===== src/rtl/trap_ctrl.sv =====
// trap_ctrl: sequencer that owns the machine-mode CSR file port.
// It serves three requesters: trap entry, MRET return and pipeline CSR
// instructions. Trap entry and MRET run multi-cycle CSR read/write
// sequences and finish with a PC redirect to fetch.
module trap_ctrl #(
  parameter int XLEN   = 32,
  parameter int ADDR_W = 12
) (
  input  logic              clk,
  input  logic              rst,
  input  logic              trap_req,
  input  logic [XLEN-1:0]   trap_pc,
  input  logic [XLEN-1:0]   trap_cause,
  output logic              trap_ack,
  input  logic              mret_req,
  output logic              mret_ack,
  output logic              redirect_valid,
  output logic [XLEN-1:0]   redirect_pc,
  input  logic              csr_req,
  input  logic [1:0]        csr_op,
  input  logic [ADDR_W-1:0] csr_addr_in,
  input  logic [XLEN-1:0]   csr_wdata_in,
  output logic              csr_done,
  output logic [XLEN-1:0]   csr_rdata_out,
  output logic              busy,
  output logic              csr_write,
  output logic              csr_read,
  output logic [ADDR_W-1:0] csr_addr,
  output logic [XLEN-1:0]   csr_write_data,
  input  logic [XLEN-1:0]   csr_read_data
);

  localparam logic [ADDR_W-1:0] A_MSTATUS = ADDR_W'(12'h300);
  localparam logic [ADDR_W-1:0] A_MTVEC   = ADDR_W'(12'h305);
  localparam logic [ADDR_W-1:0] A_MEPC    = ADDR_W'(12'h341);
  localparam logic [ADDR_W-1:0] A_MCAUSE  = ADDR_W'(12'h342);

  typedef enum logic [3:0] {
    IDLE, T_EPC, T_CAUSE, T_RSTAT, T_WSTAT, T_RTVEC,
    M_RSTAT, M_WSTAT, M_REPC, P_ACC, DONE
  } state_t;

  state_t            state;
  logic [XLEN-1:0]   cause_reg;
  logic [1:0]        op_reg;
  logic [XLEN-1:0]   wdata_reg;
  logic [XLEN-1:0]   wdata_out_reg;

  logic [XLEN-1:0]   trap_stat_new;
  logic [XLEN-1:0]   mret_stat_new;
  logic [XLEN-1:0]   tvec_base;
  logic [XLEN-1:0]   vec_off;
  logic [XLEN-1:0]   trap_target;
  logic [XLEN-1:0]   pacc_new;

  // RS/RC with a zero operand must not produce a write side effect
  function automatic logic pacc_we(input logic [1:0] op, input logic [XLEN-1:0] wd);
    return (op == 2'b01) || (op[1] && (wd != '0));
  endfunction

  // Derived values computed from the CSR file's combinational read data
  always_comb begin
    trap_stat_new        = csr_read_data;
    trap_stat_new[7]     = csr_read_data[3];
    trap_stat_new[3]     = 1'b0;
    trap_stat_new[12:11] = 2'b11;

    mret_stat_new        = csr_read_data;
    mret_stat_new[3]     = csr_read_data[7];
    mret_stat_new[7]     = 1'b1;
    mret_stat_new[12:11] = 2'b11;

    tvec_base = {csr_read_data[XLEN-1:2], 2'b00};
    vec_off   = {1'b0, cause_reg[XLEN-2:0]} << 2;
    if (csr_read_data[1:0] == 2'b01 && cause_reg[XLEN-1])
      trap_target = tvec_base + vec_off;
    else
      trap_target = tvec_base;

    case (op_reg)
      2'b01:   pacc_new = wdata_reg;
      2'b10:   pacc_new = csr_read_data | wdata_reg;
      2'b11:   pacc_new = csr_read_data & ~wdata_reg;
      default: pacc_new = csr_read_data;
    endcase
  end

  // The CSR instruction's write data depends on the old value read in the
  // same cycle, so it cannot be registered; every other cycle uses the
  // registered write data.
  assign csr_write_data = (state == P_ACC) ? (csr_write ? pacc_new : '0) : wdata_out_reg;

  // Main sequencer: outputs are registered on the edge entering each state
  always_ff @(posedge clk or posedge rst) begin
    if (rst) begin
      state          <= IDLE;
      cause_reg      <= '0;
      op_reg         <= '0;
      wdata_reg      <= '0;
      wdata_out_reg  <= '0;
      trap_ack       <= 1'b0;
      mret_ack       <= 1'b0;
      redirect_valid <= 1'b0;
      redirect_pc    <= '0;
      csr_done       <= 1'b0;
      csr_rdata_out  <= '0;
      busy           <= 1'b0;
      csr_write      <= 1'b0;
      csr_read       <= 1'b0;
      csr_addr       <= '0;
    end else begin
      trap_ack       <= 1'b0;
      mret_ack       <= 1'b0;
      redirect_valid <= 1'b0;
      redirect_pc    <= '0;
      csr_done       <= 1'b0;
      csr_rdata_out  <= '0;
      csr_write      <= 1'b0;
      csr_read       <= 1'b0;
      csr_addr       <= '0;
      wdata_out_reg  <= '0;
      busy           <= 1'b1;
      case (state)
        IDLE: begin
          if (trap_req) begin
            cause_reg     <= trap_cause;
            state         <= T_EPC;
            csr_write     <= 1'b1;
            csr_addr      <= A_MEPC;
            wdata_out_reg <= trap_pc & ~XLEN'(3);
          end else if (mret_req) begin
            state    <= M_RSTAT;
            csr_read <= 1'b1;
            csr_addr <= A_MSTATUS;
          end else if (csr_req) begin
            op_reg    <= csr_op;
            wdata_reg <= csr_wdata_in;
            state     <= P_ACC;
            csr_read  <= 1'b1;
            csr_write <= pacc_we(csr_op, csr_wdata_in);
            csr_addr  <= csr_addr_in;
          end else begin
            busy <= 1'b0;
          end
        end
        T_EPC: begin
          state         <= T_CAUSE;
          csr_write     <= 1'b1;
          csr_addr      <= A_MCAUSE;
          wdata_out_reg <= cause_reg;
        end
        T_CAUSE: begin
          state    <= T_RSTAT;
          csr_read <= 1'b1;
          csr_addr <= A_MSTATUS;
        end
        T_RSTAT: begin
          state         <= T_WSTAT;
          csr_write     <= 1'b1;
          csr_addr      <= A_MSTATUS;
          wdata_out_reg <= trap_stat_new;
        end
        T_WSTAT: begin
          state    <= T_RTVEC;
          csr_read <= 1'b1;
          csr_addr <= A_MTVEC;
        end
        T_RTVEC: begin
          state          <= DONE;
          trap_ack       <= 1'b1;
          redirect_valid <= 1'b1;
          redirect_pc    <= trap_target;
        end
        M_RSTAT: begin
          state         <= M_WSTAT;
          csr_write     <= 1'b1;
          csr_addr      <= A_MSTATUS;
          wdata_out_reg <= mret_stat_new;
        end
        M_WSTAT: begin
          state    <= M_REPC;
          csr_read <= 1'b1;
          csr_addr <= A_MEPC;
        end
        M_REPC: begin
          state          <= DONE;
          mret_ack       <= 1'b1;
          redirect_valid <= 1'b1;
          redirect_pc    <= csr_read_data & ~XLEN'(3);
        end
        P_ACC: begin
          state         <= DONE;
          csr_done      <= 1'b1;
          csr_rdata_out <= csr_read_data;
        end
        DONE: begin
          state <= IDLE;
          busy  <= 1'b0;
        end
        default: begin
          state <= IDLE;
          busy  <= 1'b0;
        end
      endcase
    end
  end

endmodule


===== config.mk =====
export PLATFORM = sky130hd
export DESIGN_NAME = trap_ctrl
export DESIGN_NICKNAME = d
export VERILOG_FILES = /design/src/rtl/trap_ctrl.sv
export SDC_FILE = /design/constraint.sdc
export NUM_CORES = 1
export LEC_CHECK = 0
export CORE_MARGIN = 2
export CORE_UTILIZATION = 53
export CTS_BUF_LIST = sky130_fd_sc_hd__clkbuf_4 sky130_fd_sc_hd__clkbuf_8
export DETAILED_ROUTE_END_ITERATION = 8
export GPL_TIMING_DRIVEN = 0
export HOLD_SLACK_MARGIN = 0.03
export PLACE_DENSITY_LB_ADDON = 0.05
export SKIP_LAST_GASP = 1
export SLEW_MARGIN = 0
export SYNTH_ARGS = -nofsm -noshare
export SYNTH_HDL_FRONTEND = slang
export SYNTH_SLANG_ARGS = --single-unit

===== constraint.sdc =====
create_clock -name clk -period 12.16 [get_ports clk]
set_input_delay 1.216 -clock clk [delete_from_list [all_inputs] [get_ports clk]]
set_output_delay 1.216 -clock clk [all_outputs]
set_load 0.02 [all_outputs]

power_grid.png
Scale bar: 50 um. Pins as bars on the die edge. Tap cells in gray.
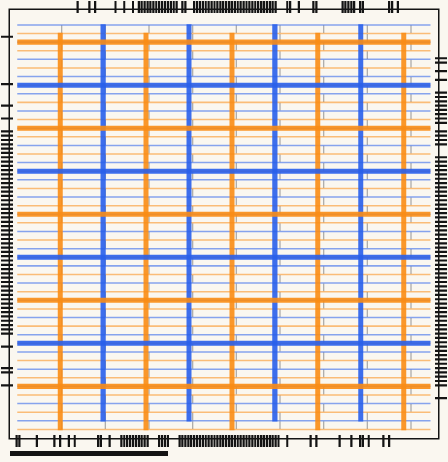
- VSS: orange
- VDD: blue
- met1 rails: 48
- met4 straps: 9
- rows: 47
- met5 straps: 9

detail.png
Region (89, 21) to (114, 46) um. Cells in gray, sequential cells in the stronger gray; small squares are vias.
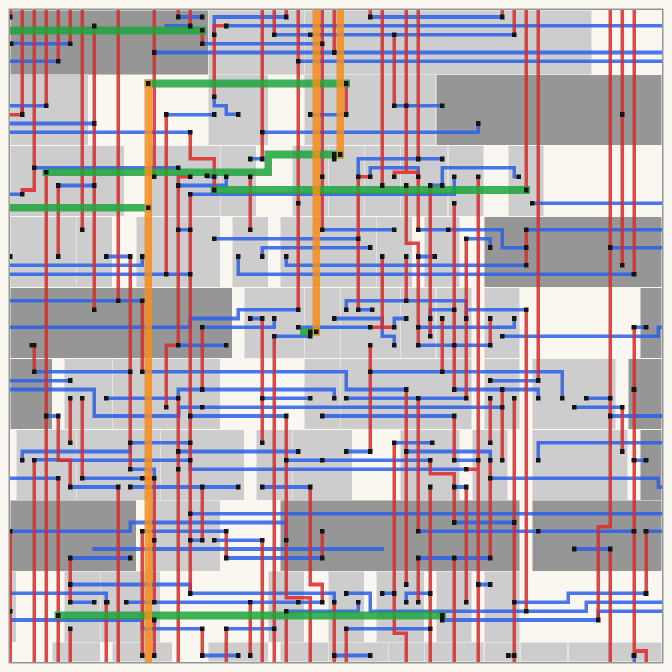
- metal 2: red
- metal 1: blue
- metal 4: orange
- metal 3: green
- most frequent: clkbuf_1 (9), nand2_1 (8), dfrtp_1 (7)
- cells with their middle in the window: 56
- netlist names of flops here include: `state` (3)
- sequential cells in the window: 7

congestion.png
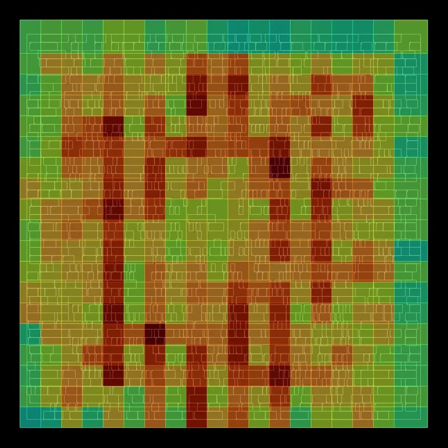
fin util: 0.745
drt wl/cell: 19.7 um

wires.png
Only two layers are drawn.
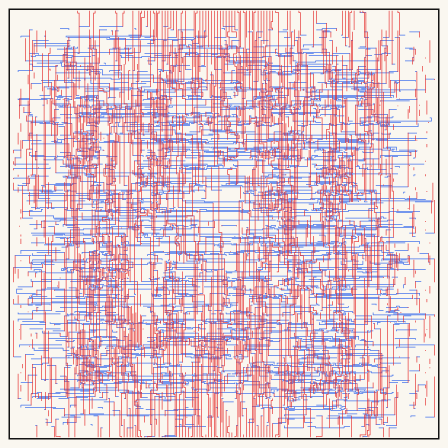
- metal 1: blue (wire length 11700 um)
- metal 2: red (wire length 13600 um)

layer_met4.png
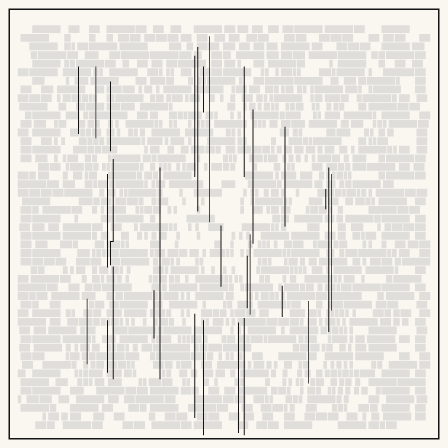
- main direction: vertical
- nets with wire on the layer: 22
- wire length on this layer: 890 um
- longest straight run: 66.6 um
- share of all routed wire: 3.1%

==> PnR_summary.wiki <==
=== Physical design figures ===
{| class="wikitable"
! Metric !! Value
|-
| Overall die height || 135 um
|-
| Status || finished, final reports clean
|-
| Layout buffer count excluding clock buffers || 313
|-
| WL met3 || 2.84 mm
|-
| Pin count of the biggest net entering global routing || 101
|-
| Top logic family || AND-OR/OR-AND gates
|-
| GR Util All Layers || 0.322
|-
| Global-route layer with the greatest usage || met2
|-
| Inserted tap cell count || 220
|-
| Count of pins over their slew limit || 0
|-
| Cell types with the highest counts after synthesis || sky130_fd_sc_hd__nand2_1, sky130_fd_sc_hd__dfrtp_1, sky130_fd_sc_hd__o21ai_0, sky130_fd_sc_hd__a22oi_1, sky130_fd_sc_hd__clkbuf_1
|-
| Area of the placeable core || 16700 um^2
|-
| Cell group occupying the most layout area || registers
|-
| 1st-pass router iterations || 6
|-
| Combinational Gates || 713
|-
| Adder-cell area share of the yosys netlist || 0.0419
|-
| Distinct lib cells || 61
|-
| FMAX || 0.202 GHz
|-
| Number of antenna violations at the first check in global routing || 0
|-
| Worst setup path start || state[0]
|-
| Portion of the post-synthesis area used by sequential elements || 0.501
|-
| Clk_buf instances || 20
|-
| Final critical-path setup slack || 7.22 ns
|-
| Routed length on met1 || 11.7 mm
|-
| Library cell contributing the largest single delay on the critical path || sky130_fd_sc_hd__clkdlybuf4s50_1
|-
| Most frequent cell after synthesis || sky130_fd_sc_hd__nand2_1
|-
| CP Data Required Time || 10.94 ns
|-
| R2R Path End || redirect_pc[28]
|-
| Comb area || 4290 um^2
|-
| Yosys xor share || 0.0230
|-
| Min-Delay Path Class || reg -> reg
|-
| Uppermost layer routed || met4
|-
| Max Root-Sink Buffers || 2
|-
| Area growth from synthesis to final layout || 36.2%
|-
| Number of flops mapped to enable cells by yosys || 0
|-
| Start of the worst register-to-register path || cause_reg[0]
|-
| Largest voltage drop on the vdd net || 115 uV
|-
| IO Port Bufs || 256
|-
| Cells on worst reg2reg path || 12
|-
| Worst hold margin || 0.508 ns
|-
| Detailed placer's ending HPWL || 21.4 mm
|-
| Initial DRC count || 704
|-
| Number of vias after detailed routing || 8502
|-
| Async set or reset register ratio after synthesis || 1.00
|-
| Average cell area after synthesis || 9.47 um^2
|-
| Root Buffer || sky130_fd_sc_hd__clkbuf_8
|-
| Yosys Warn Count || 0
|-
| Power density normalized to cell area || 220 nW/um^2
|-
| Proportion of layout cells with a drive suffix above 1 || 0.0614
|}
==> layout by cell type (no fill, tap or decap), types with 4 or more instances in the layout <==
cell type,instances
sky130_fd_sc_hd__clkdlybuf4s50_1,256
sky130_fd_sc_hd__nand2_1,235
sky130_fd_sc_hd__dfrtp_1,183
sky130_fd_sc_hd__o21ai_0,107
sky130_fd_sc_hd__a22oi_1,58
sky130_fd_sc_hd__clkbuf_1,53
sky130_fd_sc_hd__and2_1,40
sky130_fd_sc_hd__a21oi_1,35
sky130_fd_sc_hd__mux2_2,31
sky130_fd_sc_hd__ha_1,29
sky130_fd_sc_hd__nor2_1,27
sky130_fd_sc_hd__clkbuf_8,18
sky130_fd_sc_hd__inv_1,13
sky130_fd_sc_hd__xor2_1,13
sky130_fd_sc_hd__xnor2_1,11
sky130_fd_sc_hd__nor4_1,9
sky130_fd_sc_hd__a21o_1,9
sky130_fd_sc_hd__o21a_1,7
sky130_fd_sc_hd__a22o_1,7
sky130_fd_sc_hd__nor2b_1,6
sky130_fd_sc_hd__nand2b_1,6
sky130_fd_sc_hd__nor3_1,5
sky130_fd_sc_hd__and3_1,5
sky130_fd_sc_hd__a211oi_1,5
sky130_fd_sc_hd__nand3_1,5
sky130_fd_sc_hd__a31oi_1,5
sky130_fd_sc_hd__clkinv_4,4
==> report_power, final <==
| part | leakage [nW] | switching (W) | total [W] | internal, W |
|---|---|---|---|---|
| clock | 0.211 | 0.000232 | 0.000448 | 0.000216 |
| sequential | 2.40 | 0.000116 | 0.000910 | 0.000794 |
| combinational | 3.00 | 0.000799 | 0.00138 | 0.000586 |
==> metrics by stage <==
stage,instances,total power (W)
2_1_floorplan,966,0.00179
3_3_place_gp,1442,0.00224
3_5_place_dp,1443,0.00227
4_1_cts,1475,0.00273
5_1_grt,1475,0.00292
6_report,1475,0.00274
No activity file was given, so power comes from the tool's default toggle rates.
